Figure 1. Pin placement.
Pins as bars across the die edge, other pins in gray.
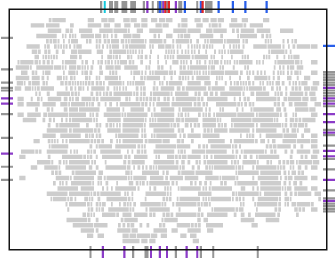
Figure 2. Register map, names as in the netlist.
Other sequential cells in the stronger gray, the rest of the logic in the fainter gray.
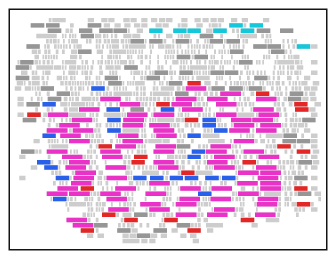
Figure 3. Clock nets.
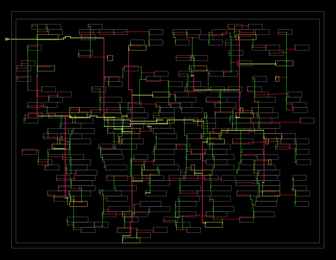
Figure 4. Routed metal, one color a layer.
Bar = 50 um.
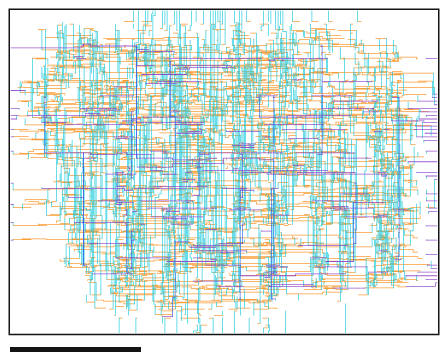
Figure 5. Clock distribution.
Bar = 50 um.
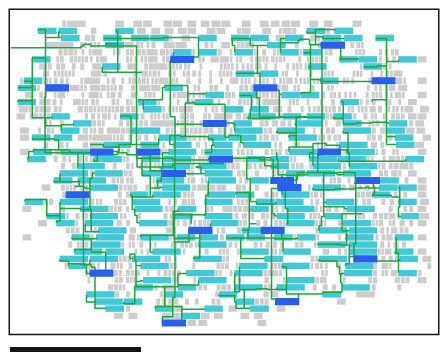
## config.mk

```make
export PLATFORM = sky130hd
export DESIGN_NAME = zuse_uart_ctrl_n
export DESIGN_NICKNAME = d
export VERILOG_FILES = /design/src/rtl/zuse_ctrl_pkg.sv /design/src/rtl/zuse_word_serializer.sv /design/src/rtl/zuse_uart_ctrl_n.sv
export SDC_FILE = /design/constraint.sdc
export NUM_CORES = 1
export LEC_CHECK = 0
export ABC_AREA = 1
export CAP_MARGIN = 30
export CORE_ASPECT_RATIO = 0.75
export CORE_MARGIN = 2
export CORE_UTILIZATION = 52
export DETAILED_ROUTE_END_ITERATION = 16
export GPL_TIMING_DRIVEN = 0
export PLACE_DENSITY = 0.77
export REMOVE_ABC_BUFFERS = 1
export SLEW_MARGIN = 20
export SYNTH_ARGS = -nofsm -noshare
export SYNTH_HDL_FRONTEND = slang
export SYNTH_SLANG_ARGS = --single-unit
```

## constraint.sdc

```tcl
create_clock -name clk -period 3.1 [get_ports clk]
set_clock_uncertainty 0.1 [all_clocks]
set_input_delay 0.465 -clock clk [delete_from_list [all_inputs] [get_ports clk]]
set_output_delay 0.465 -clock clk [all_outputs]
set_load 0.01 [all_outputs]
```

## src/rtl/zuse_ctrl_pkg.sv

```systemverilog
// rtl/zuse_ctrl_pkg.sv - shared opcodes, state codes, status layout and byte-count helper
package zuse_ctrl_pkg;

    localparam logic [3:0] OPC_STATUS  = 4'h0;
    localparam logic [3:0] OPC_WRITE   = 4'h1;
    localparam logic [3:0] OPC_READ    = 4'h2;
    localparam logic [3:0] OPC_READRES = 4'h3;
    localparam logic [3:0] OPC_ADD     = 4'h4;
    localparam logic [3:0] OPC_SUB     = 4'h5;
    localparam logic [3:0] OPC_MUL     = 4'h6;

    localparam logic [3:0] ST_IDLE         = 4'd0;
    localparam logic [3:0] ST_STAT_TX      = 4'd1;
    localparam logic [3:0] ST_WRITE_RX     = 4'd2;
    localparam logic [3:0] ST_WRITE_COMMIT = 4'd3;
    localparam logic [3:0] ST_READ_TX      = 4'd4;
    localparam logic [3:0] ST_TX_GAP       = 4'd5;
    localparam logic [3:0] ST_OP_START     = 4'd6;
    localparam logic [3:0] ST_OP_GUARD     = 4'd7;
    localparam logic [3:0] ST_OP_WAIT      = 4'd8;
    localparam logic [3:0] ST_OP_WB        = 4'd9;

    localparam logic [1:0] SER_IDLE  = 2'd0;
    localparam logic [1:0] SER_WAIT  = 2'd1;
    localparam logic [1:0] SER_PULSE = 2'd2;
    localparam logic [1:0] SER_GAP   = 2'd3;

    localparam int STAT_ERR_BIT   = 7;
    localparam int STAT_TO_BIT    = 6;
    localparam int STAT_BUSY_BIT  = 3;
    localparam int STAT_FLAGS_LSB = 0;

    function automatic int nbytes(input int w);
        return (w + 7) / 8;
    endfunction

endpackage

```

## src/rtl/zuse_word_serializer.sv

```systemverilog
// rtl/zuse_word_serializer.sv - left-aligned MSB-first byte serializer with tx_busy handshake
module zuse_word_serializer
    import zuse_ctrl_pkg::*;
#(
    parameter int W = 23
) (
    input  logic         clk,
    input  logic         reset,
    input  logic         load_word,
    input  logic [W-1:0] word,
    input  logic         load_byte,
    input  logic [7:0]   byte_data,
    input  logic         tx_busy,
    output logic         tx_en,
    output logic [7:0]   tx_data,
    output logic         done
);

    localparam int NB = nbytes(W);
    localparam int BW = NB * 8;
    localparam int CW = $clog2(NB + 1);

    logic [1:0]    phase;
    logic [BW-1:0] sh;
    logic [CW-1:0] remaining;
    logic [BW-1:0] word_ext;
    logic [BW-1:0] byte_ext;

    assign word_ext = BW'(word) << (BW - W);
    assign byte_ext = BW'(byte_data) << (BW - 8);
    assign done     = (phase == SER_WAIT) && (remaining == '0) && !tx_busy;

    always_ff @(posedge clk) begin
        if (reset) begin
            phase     <= SER_IDLE;
            sh        <= '0;
            remaining <= '0;
            tx_en     <= 1'b0;
            tx_data   <= 8'h00;
        end else begin
            case (phase)
                SER_IDLE: begin
                    tx_en <= 1'b0;
                    if (load_word) begin
                        sh        <= word_ext;
                        remaining <= CW'(NB);
                        phase     <= SER_WAIT;
                    end else if (load_byte) begin
                        sh        <= byte_ext;
                        remaining <= CW'(1);
                        phase     <= SER_WAIT;
                    end
                end
                // Both the next byte and completion wait for the transmitter to go idle.
                SER_WAIT: begin
                    if (!tx_busy) begin
                        if (remaining == '0) begin
                            phase <= SER_IDLE;
                        end else begin
                            tx_en     <= 1'b1;
                            tx_data   <= sh[BW-1 -: 8];
                            sh        <= sh << 8;
                            remaining <= remaining - 1'b1;
                            phase     <= SER_PULSE;
                        end
                    end
                end
                SER_PULSE: begin
                    tx_en <= 1'b0;
                    phase <= SER_GAP;
                end
                default: phase <= SER_WAIT;
            endcase
        end
    end

endmodule

```

## src/rtl/zuse_uart_ctrl_n.sv

```systemverilog
// rtl/zuse_uart_ctrl_n.sv - UART command controller for NREGS FPU operand registers
// Optional result write-back into regs[rA] under ZUSE_CTRL_WRITEBACK_EN.
module zuse_uart_ctrl_n
    import zuse_ctrl_pkg::*;
#(
    parameter int EXP_W       = 7,
    parameter int MAN_W       = 15,
    parameter int NREGS       = 4,
    parameter int TIMEOUT_CYC = 0
) (
    input  logic               clk,
    input  logic               reset,
    input  logic               rx_valid,
    input  logic [7:0]         rx_data,
    input  logic               tx_busy,
    output logic               tx_en,
    output logic [7:0]         tx_data,
    output logic [EXP_W+MAN_W:0] op_a,
    output logic [EXP_W+MAN_W:0] op_b,
    output logic               fpu_add,
    output logic               fpu_sub,
    output logic               fpu_mul,
    input  logic [EXP_W+MAN_W:0] fpu_res,
    input  logic [2:0]         fpu_flags,
    input  logic               fpu_idle
);

    localparam int W  = 1 + EXP_W + MAN_W;
    localparam int NB = nbytes(W);
    localparam int BW = NB * 8;
    localparam logic [2:0]  NREGS_L   = 3'(NREGS);
    localparam logic [3:0]  LAST_BYTE = 4'(NB - 1);
    localparam bit          TO_EN     = (TIMEOUT_CYC > 0);
    localparam logic [31:0] TO_LAST   = TO_EN ? 32'(TIMEOUT_CYC - 1) : 32'd0;
`ifdef ZUSE_CTRL_WRITEBACK_EN
    localparam bit WB_EN = 1'b1;
`else
    localparam bit WB_EN = 1'b0;
`endif

    logic [3:0]    state;
    logic [W-1:0]  regs [4];
    logic [BW-1:0] shadow;
    logic [3:0]    byte_cnt;
    logic [31:0]   to_cnt;
    logic [1:0]    cur_ra;
    logic          err_sticky;
    logic          to_sticky;

    logic [3:0]    opc;
    logic [1:0]    ra;
    logic [1:0]    rb;
    logic          ra_ok;
    logic          rb_ok;
    logic          accept;
    logic          cmd_err;
    logic          timeout_evt;
    logic          ser_load_word;
    logic          ser_load_byte;
    logic [W-1:0]  ser_word;
    logic [7:0]    status_byte;
    logic          ser_done;
    logic          unused_pad;

    assign opc    = rx_data[7:4];
    assign ra     = rx_data[3:2];
    assign rb     = rx_data[1:0];
    assign ra_ok  = {1'b0, ra} < NREGS_L;
    assign rb_ok  = {1'b0, rb} < NREGS_L;
    assign accept = (state == ST_IDLE) && rx_valid;
    assign timeout_evt = TO_EN && (state == ST_WRITE_RX) && !rx_valid && (to_cnt == TO_LAST);
    // Padding bits of the final payload byte are don't-care.
    assign unused_pad = ^shadow;

    always_comb begin
        cmd_err       = 1'b0;
        ser_load_word = 1'b0;
        ser_load_byte = 1'b0;
        ser_word      = regs[ra];
        if (accept) begin
            case (opc)
                OPC_STATUS:  ser_load_byte = 1'b1;
                OPC_WRITE:   cmd_err = !ra_ok;
                OPC_READ: begin
                    cmd_err       = !ra_ok;
                    ser_load_word = ra_ok;
                end
                OPC_READRES: begin
                    ser_load_word = 1'b1;
                    ser_word      = fpu_res;
                end
                OPC_ADD, OPC_SUB, OPC_MUL: cmd_err = !(ra_ok && rb_ok);
                default:     cmd_err = 1'b1;
            endcase
        end
    end

    always_comb begin
        status_byte = 8'h00;
        status_byte[STAT_ERR_BIT]  = err_sticky;
        status_byte[STAT_TO_BIT]   = to_sticky;
        status_byte[STAT_BUSY_BIT] = ~fpu_idle;
        status_byte[STAT_FLAGS_LSB +: 3] = fpu_flags;
    end

    zuse_word_serializer #(.W(W)) u_ser (
        .clk       (clk),
        .reset     (reset),
        .load_word (ser_load_word),
        .word      (ser_word),
        .load_byte (ser_load_byte),
        .byte_data (status_byte),
        .tx_busy   (tx_busy),
        .tx_en     (tx_en),
        .tx_data   (tx_data),
        .done      (ser_done)
    );

    // A new sticky event outranks the clear caused by the STATUS byte going out.
    always_ff @(posedge clk) begin
        if (reset) begin
            err_sticky <= 1'b0;
            to_sticky  <= 1'b0;
        end else begin
            if (state == ST_STAT_TX && tx_en) begin
                err_sticky <= 1'b0;
                to_sticky  <= 1'b0;
            end
            if (cmd_err)     err_sticky <= 1'b1;
            if (timeout_evt) to_sticky  <= 1'b1;
        end
    end

    always_ff @(posedge clk) begin
        if (reset) begin
            state    <= ST_IDLE;
            for (int i = 0; i < 4; i++) regs[i] <= '0;
            shadow   <= '0;
            byte_cnt <= 4'd0;
            to_cnt   <= 32'd0;
            cur_ra   <= 2'd0;
            op_a     <= '0;
            op_b     <= '0;
            fpu_add  <= 1'b0;
            fpu_sub  <= 1'b0;
            fpu_mul  <= 1'b0;
        end else begin
            fpu_add <= 1'b0;
            fpu_sub <= 1'b0;
            fpu_mul <= 1'b0;
            case (state)
                ST_IDLE: begin
                    if (accept && !cmd_err) begin
                        case (opc)
                            OPC_STATUS: state <= ST_STAT_TX;
                            OPC_WRITE: begin
                                cur_ra   <= ra;
                                byte_cnt <= 4'd0;
                                to_cnt   <= 32'd0;
                                state    <= ST_WRITE_RX;
                            end
                            OPC_READ, OPC_READRES: state <= ST_READ_TX;
                            OPC_ADD, OPC_SUB, OPC_MUL: begin
                                op_a    <= regs[ra];
                                op_b    <= regs[rb];
                                cur_ra  <= ra;
                                fpu_add <= (opc == OPC_ADD);
                                fpu_sub <= (opc == OPC_SUB);
                                fpu_mul <= (opc == OPC_MUL);
                                state   <= ST_OP_START;
                            end
                            default: state <= ST_IDLE;
                        endcase
                    end
                end
                ST_STAT_TX: if (ser_done) state <= ST_IDLE;
                ST_WRITE_RX: begin
                    if (rx_valid) begin
                        shadow   <= (shadow << 8) | BW'(rx_data);
                        to_cnt   <= 32'd0;
                        byte_cnt <= byte_cnt + 4'd1;
                        if (byte_cnt == LAST_BYTE) state <= ST_WRITE_COMMIT;
                    end else if (timeout_evt) begin
                        state <= ST_IDLE;
                    end else if (TO_EN) begin
                        to_cnt <= to_cnt + 32'd1;
                    end
                end
                ST_WRITE_COMMIT: begin
                    regs[cur_ra] <= shadow[BW-1 -: W];
                    state        <= ST_IDLE;
                end
                ST_READ_TX: begin
                    if (ser_done)   state <= ST_IDLE;
                    else if (tx_en) state <= ST_TX_GAP;
                end
                ST_TX_GAP:   state <= ST_READ_TX;
                ST_OP_START: state <= ST_OP_GUARD;
                ST_OP_GUARD: state <= ST_OP_WAIT;
                ST_OP_WAIT:  if (fpu_idle) state <= WB_EN ? ST_OP_WB : ST_IDLE;
                ST_OP_WB: begin
`ifdef ZUSE_CTRL_WRITEBACK_EN
                    regs[cur_ra] <= fpu_res;
`endif
                    state <= ST_IDLE;
                end
                default: state <= ST_IDLE;
            endcase
        end
    end

endmodule

```

==> flow_results.xml <==
<?xml version="1.0" encoding="UTF-8"?>
<metrics>
  <group name="floorplan">
    <metric name="pin_count" unit="">97</metric>
    <metric name="starting_density_of_the_core" unit="%">53.4</metric>
  </group>
  <group name="routing">
    <metric name="post_drt_via_cell_ratio" unit="">5.54</metric>
    <metric name="route.detailed.drc" unit="">0</metric>
    <metric name="drt.antenna.violating_nets" unit="">0</metric>
    <metric name="initialDrtViolationCount" unit="">945</metric>
    <metric name="detail_route.wl_per_cell" unit="um">16.6</metric>
    <metric name="detailroute.wirelength.met2" unit="um">12000</metric>
    <metric name="highest-signal-layer" unit="">met4</metric>
    <metric name="dr.pass1.iters" unit="">6</metric>
    <metric name="met3RoutedLength" unit="um">2010</metric>
  </group>
  <group name="yosys">
    <metric name="cell_count_after_synthesis" unit="">1242</metric>
    <metric name="synthXorXnorAreaFrac" unit="%">0.0884</metric>
    <metric name="largest_area_cell" unit="">edfxtp_1</metric>
    <metric name="netlist-cell-type-count" unit="">37</metric>
    <metric name="netlist.top_cell.by_instances" unit="">nand2_1</metric>
    <metric name="yosysChipArea" unit="um2">9910</metric>
    <metric name="yosys.area_share.aoi" unit="%">16.8</metric>
    <metric name="area_leaders" unit="">edfxtp_1 28%, dfxtp_1 24%, nand2_1 8.4%</metric>
    <metric name="post_synth_and_or_nand_nor_area_fraction" unit="%">21.7</metric>
    <metric name="synthesis.yosys.warnings" unit="">0</metric>
    <metric name="yosysCellCount" unit="">1242</metric>
    <metric name="ys_seq_share" unit="%">52.1</metric>
    <metric name="synth.avg_cell_area" unit="um2">7.98</metric>
    <metric name="adder_share" unit="%">0.757</metric>
    <metric name="ys_top_cells_by_count" unit="">221 x nand2_1, 210 x nor2_1, 140 x o21ai_0</metric>
    <metric name="syn_area" unit="um2">9910</metric>
    <metric name="synth.area.mux_share" unit="%">0</metric>
    <metric name="yosys_register_bits" unit="">212</metric>
    <metric name="dominantRegCellSynth" unit="">dfxtp_1</metric>
    <metric name="synth.top_cell.area_share" unit="%">27.9</metric>
    <metric name="netlist_logic_family_top" unit="">simple AND/OR/NAND/NOR gates</metric>
  </group>
  <group name="cts">
    <metric name="cts_max_path_buffers" unit="">3</metric>
    <metric name="ctsResizeCount" unit="">2</metric>
    <metric name="cts_root_buffer" unit="">clkbuf_16</metric>
    <metric name="postCtsSetupBuffers" unit="">0</metric>
    <metric name="h-tree-depth" unit="">1</metric>
    <metric name="cts_tree" unit="">built</metric>
    <metric name="cts.sinks" unit="">212</metric>
    <metric name="hold_buffers" unit="">0</metric>
    <metric name="clock_slew_at_the_register_clock_pins_of_the_worst_setup_and_hold_paths" unit="ps">60</metric>
  </group>
  <group name="final_timing">
    <metric name="rsz0062_at_grt" unit="">no</metric>
    <metric name="whs" unit="ps">354</metric>
    <metric name="relSlewSlack" unit="%">33.2</metric>
    <metric name="timing.final.max_slew_violations" unit="">0</metric>
    <metric name="period_needed" unit="ps">2940</metric>
    <metric name="timing.fmax" unit="GHz">0.340</metric>
    <metric name="count_of_final_hold_check_violations" unit="">0</metric>
    <metric name="worstMarginPinSlew" unit="ps">1000</metric>
    <metric name="fin_crit_sh" unit="%">94.9</metric>
    <metric name="totalNegativeSetupSlack" unit="ps">0</metric>
    <metric name="final.setup.worst_slack" unit="ps">159</metric>
    <metric name="final-setup-viol-count" unit="">0</metric>
  </group>
  <group name="cells_and_area">
    <metric name="flow.area_growth_from_synthesis" unit="%">17.1</metric>
    <metric name="num_antenna_cells" unit="">0</metric>
    <metric name="final.fill_count" unit="">1565</metric>
    <metric name="final_layout_top_logic_cell" unit="">nand2_1</metric>
    <metric name="final-instance-count-excl-fill" unit="">1552</metric>
    <metric name="nNetsFinal" unit="">1336</metric>
    <metric name="layout.cell_area.non_filler" unit="um2">11600</metric>
    <metric name="final_cell_mix" unit="">216 x nand2_1, 210 x nor2_1, 140 x o21ai_0</metric>
  </group>
  <group name="setup_path">
    <metric name="crit_end" unit="">regs[2][8]$_SDFFCE_PN0P_</metric>
    <metric name="cp_num_cells" unit="">6</metric>
    <metric name="crit_path_cell_chain" unit="">inv_1 -&gt; nor3_2 -&gt; inv_2 -&gt; nor2_2 -&gt; nand2_1 -&gt; nand2_2</metric>
    <metric name="timing.critical_path.max_delay_family" unit="">simple AND/OR/NAND/NOR gates</metric>
    <metric name="ff2ff_setup_slack" unit="ps">160</metric>
    <metric name="regToRegStartpoint" unit="">state[1]$_SDFFE_PP0P_</metric>
    <metric name="worst-r2r-cell-count" unit="">6</metric>
    <metric name="reg2reg_to" unit="">regs[2][8]$_SDFFCE_PN0P_</metric>
    <metric name="worst-endpoint-required" unit="ps">3120</metric>
    <metric name="critical-path-slowest-cell" unit="">nand2_2</metric>
    <metric name="critical_path_class" unit="">flop to flop</metric>
    <metric name="startpoint_type" unit="">flop</metric>
    <metric name="worst-path-max-fanout" unit="">23</metric>
    <metric name="timing.critical_path.from" unit="">state[1]$_SDFFE_PP0P_</metric>
    <metric name="slowest_delay" unit="ps">850</metric>
    <metric name="crit_arrival" unit="ps">2960</metric>
  </group>
  <group name="hold_path">
    <metric name="timing.hold.worst.class" unit="">flop to flop</metric>
    <metric name="timing.hold.worst.start" unit="">u_ser.sh[22]$_SDFFE_PP0P_</metric>
    <metric name="hold_path_depth" unit="">2</metric>
    <metric name="worst_hold_path.endpoint" unit="">u_ser.tx_data[6]$_SDFFE_PP0P_</metric>
  </group>
  <group name="place">
    <metric name="gp_congestion" unit="">0.842</metric>
    <metric name="hpwlAfterDp" unit="um">16200</metric>
    <metric name="placed_area" unit="um2">11000</metric>
    <metric name="pre_cts_slack" unit="ps">-773</metric>
    <metric name="numPlacedInstances" unit="">1515</metric>
  </group>
  <group name="global_route">
    <metric name="grt_antenna_before_repair" unit="">0</metric>
    <metric name="grt.busiest_layer" unit="">met2</metric>
    <metric name="grt-ovfl-total" unit="">0</metric>
    <metric name="groute.usage.overall" unit="%">25.7</metric>
    <metric name="groute.layer.met3.usage" unit="%">3.12</metric>
    <metric name="grt.met2_usage" unit="%">42.5</metric>
    <metric name="largest_net_degree_at_the_start_of_global_routing" unit="">60</metric>
    <metric name="first_global_vias" unit="">8014</metric>
    <metric name="grt.met1_usage" unit="%">35.8</metric>
    <metric name="wire_length_of_the_first_global_routing_pass" unit="um">40800</metric>
  </group>
  <group name="status">
    <metric name="run_status" unit="">finished clean</metric>
  </group>
  <group name="power">
    <metric name="leakage" unit="nW">4.50</metric>
    <metric name="report.power.total" unit="W">0.00813</metric>
    <metric name="vdd.ir_drop.worst" unit="mV">0.442</metric>
    <metric name="power-per-cell-area" unit="nW/um2">700</metric>
  </group>
  <group name="run">
    <metric name="tool_warnings" unit="">28</metric>
  </group>
</metrics>
Notes on Figure 1 above:
- cyan: fpu_add (pins 1; direction output; edge top)
- blue: tx_data (pins 8; direction output; edge 7 top, 1 right)
- red: fpu_flags (pins 3; direction input; edge top)
- purple: op_a (pins 23; direction output; edge 10 right, 7 bottom, 3 left, 3 top)
- all pins by edge: 37 top, 33 right, 15 bottom, 12 left
chip width: 163 um
DIE HEIGHT: 124 um
PortBufs: 96

Notes on Figure 2 above:
- magenta: regs (placed flops 92)
- cyan: u_ser.tx_data (placed flops 8)
- blue: shadow (placed flops 24)
- red: op_b (placed flops 23)
Final Util: 62.5%
flip-flop and latch area: 5160 um2
Seq group: 0.00347 W

Notes on Figure 3 above:
clock latency at the later pin of the worst-skew pair: 510 ps
clock network power: 0.00244 W
layout sequential cell count: 212
clk_buf instances: 30
TritonCTS buffer count: 21

Notes on Figure 4 above:
- orange: met1 (wire length 11200 um)
- cyan: met2 (wire length 12000 um)
- blue: met4 (wire length 590 um)
- purple: met3 (wire length 2010 um)
vias after detailed routing: 8601
final wirelength: 25800 um

Notes on Figure 5 above:
- blue: cells driving clock nets (count 21)
- cyan: flip-flops (count 212)
- green: clock wires (length 2510 um)
- flops lie: all over the die
Clk pwr share: 30.0%

-- sequential cells by signal (all words and copies together) (netlist names), 4 cells and up --
| register | cells |
|---|---|
| u_ser.tx_data | 8 |
| byte_cnt | 4 |
| u_ser.sh | 23 |
| op_b | 23 |
| shadow | 24 |
| regs | 92 |
| state | 4 |
| op_a | 23 |
-- cell type report --
class / instances / area, um2 / area share (%)
flip-flops and latches: 212 / 5160 / 44.5
multi-input cells: 832 / 3940 / 33.9
repair buffers: 104 / 1100 / 9.47
clock buffers: 30 / 579 / 4.99
inverters: 120 / 454 / 3.91
well taps: 247 / 309 / 2.66
clock inverters: 7 / 60.1 / 0.517
-- power by group --
part,switching [W],internal [W],total [W]
Clock,0.00105,0.00138,0.00244
Combinational,0.00144,0.000783,0.00222
Sequential,0.000188,0.00328,0.00347
Total,0.00268,0.00544,0.00813
Power is estimated from default activity; no workload was simulated.
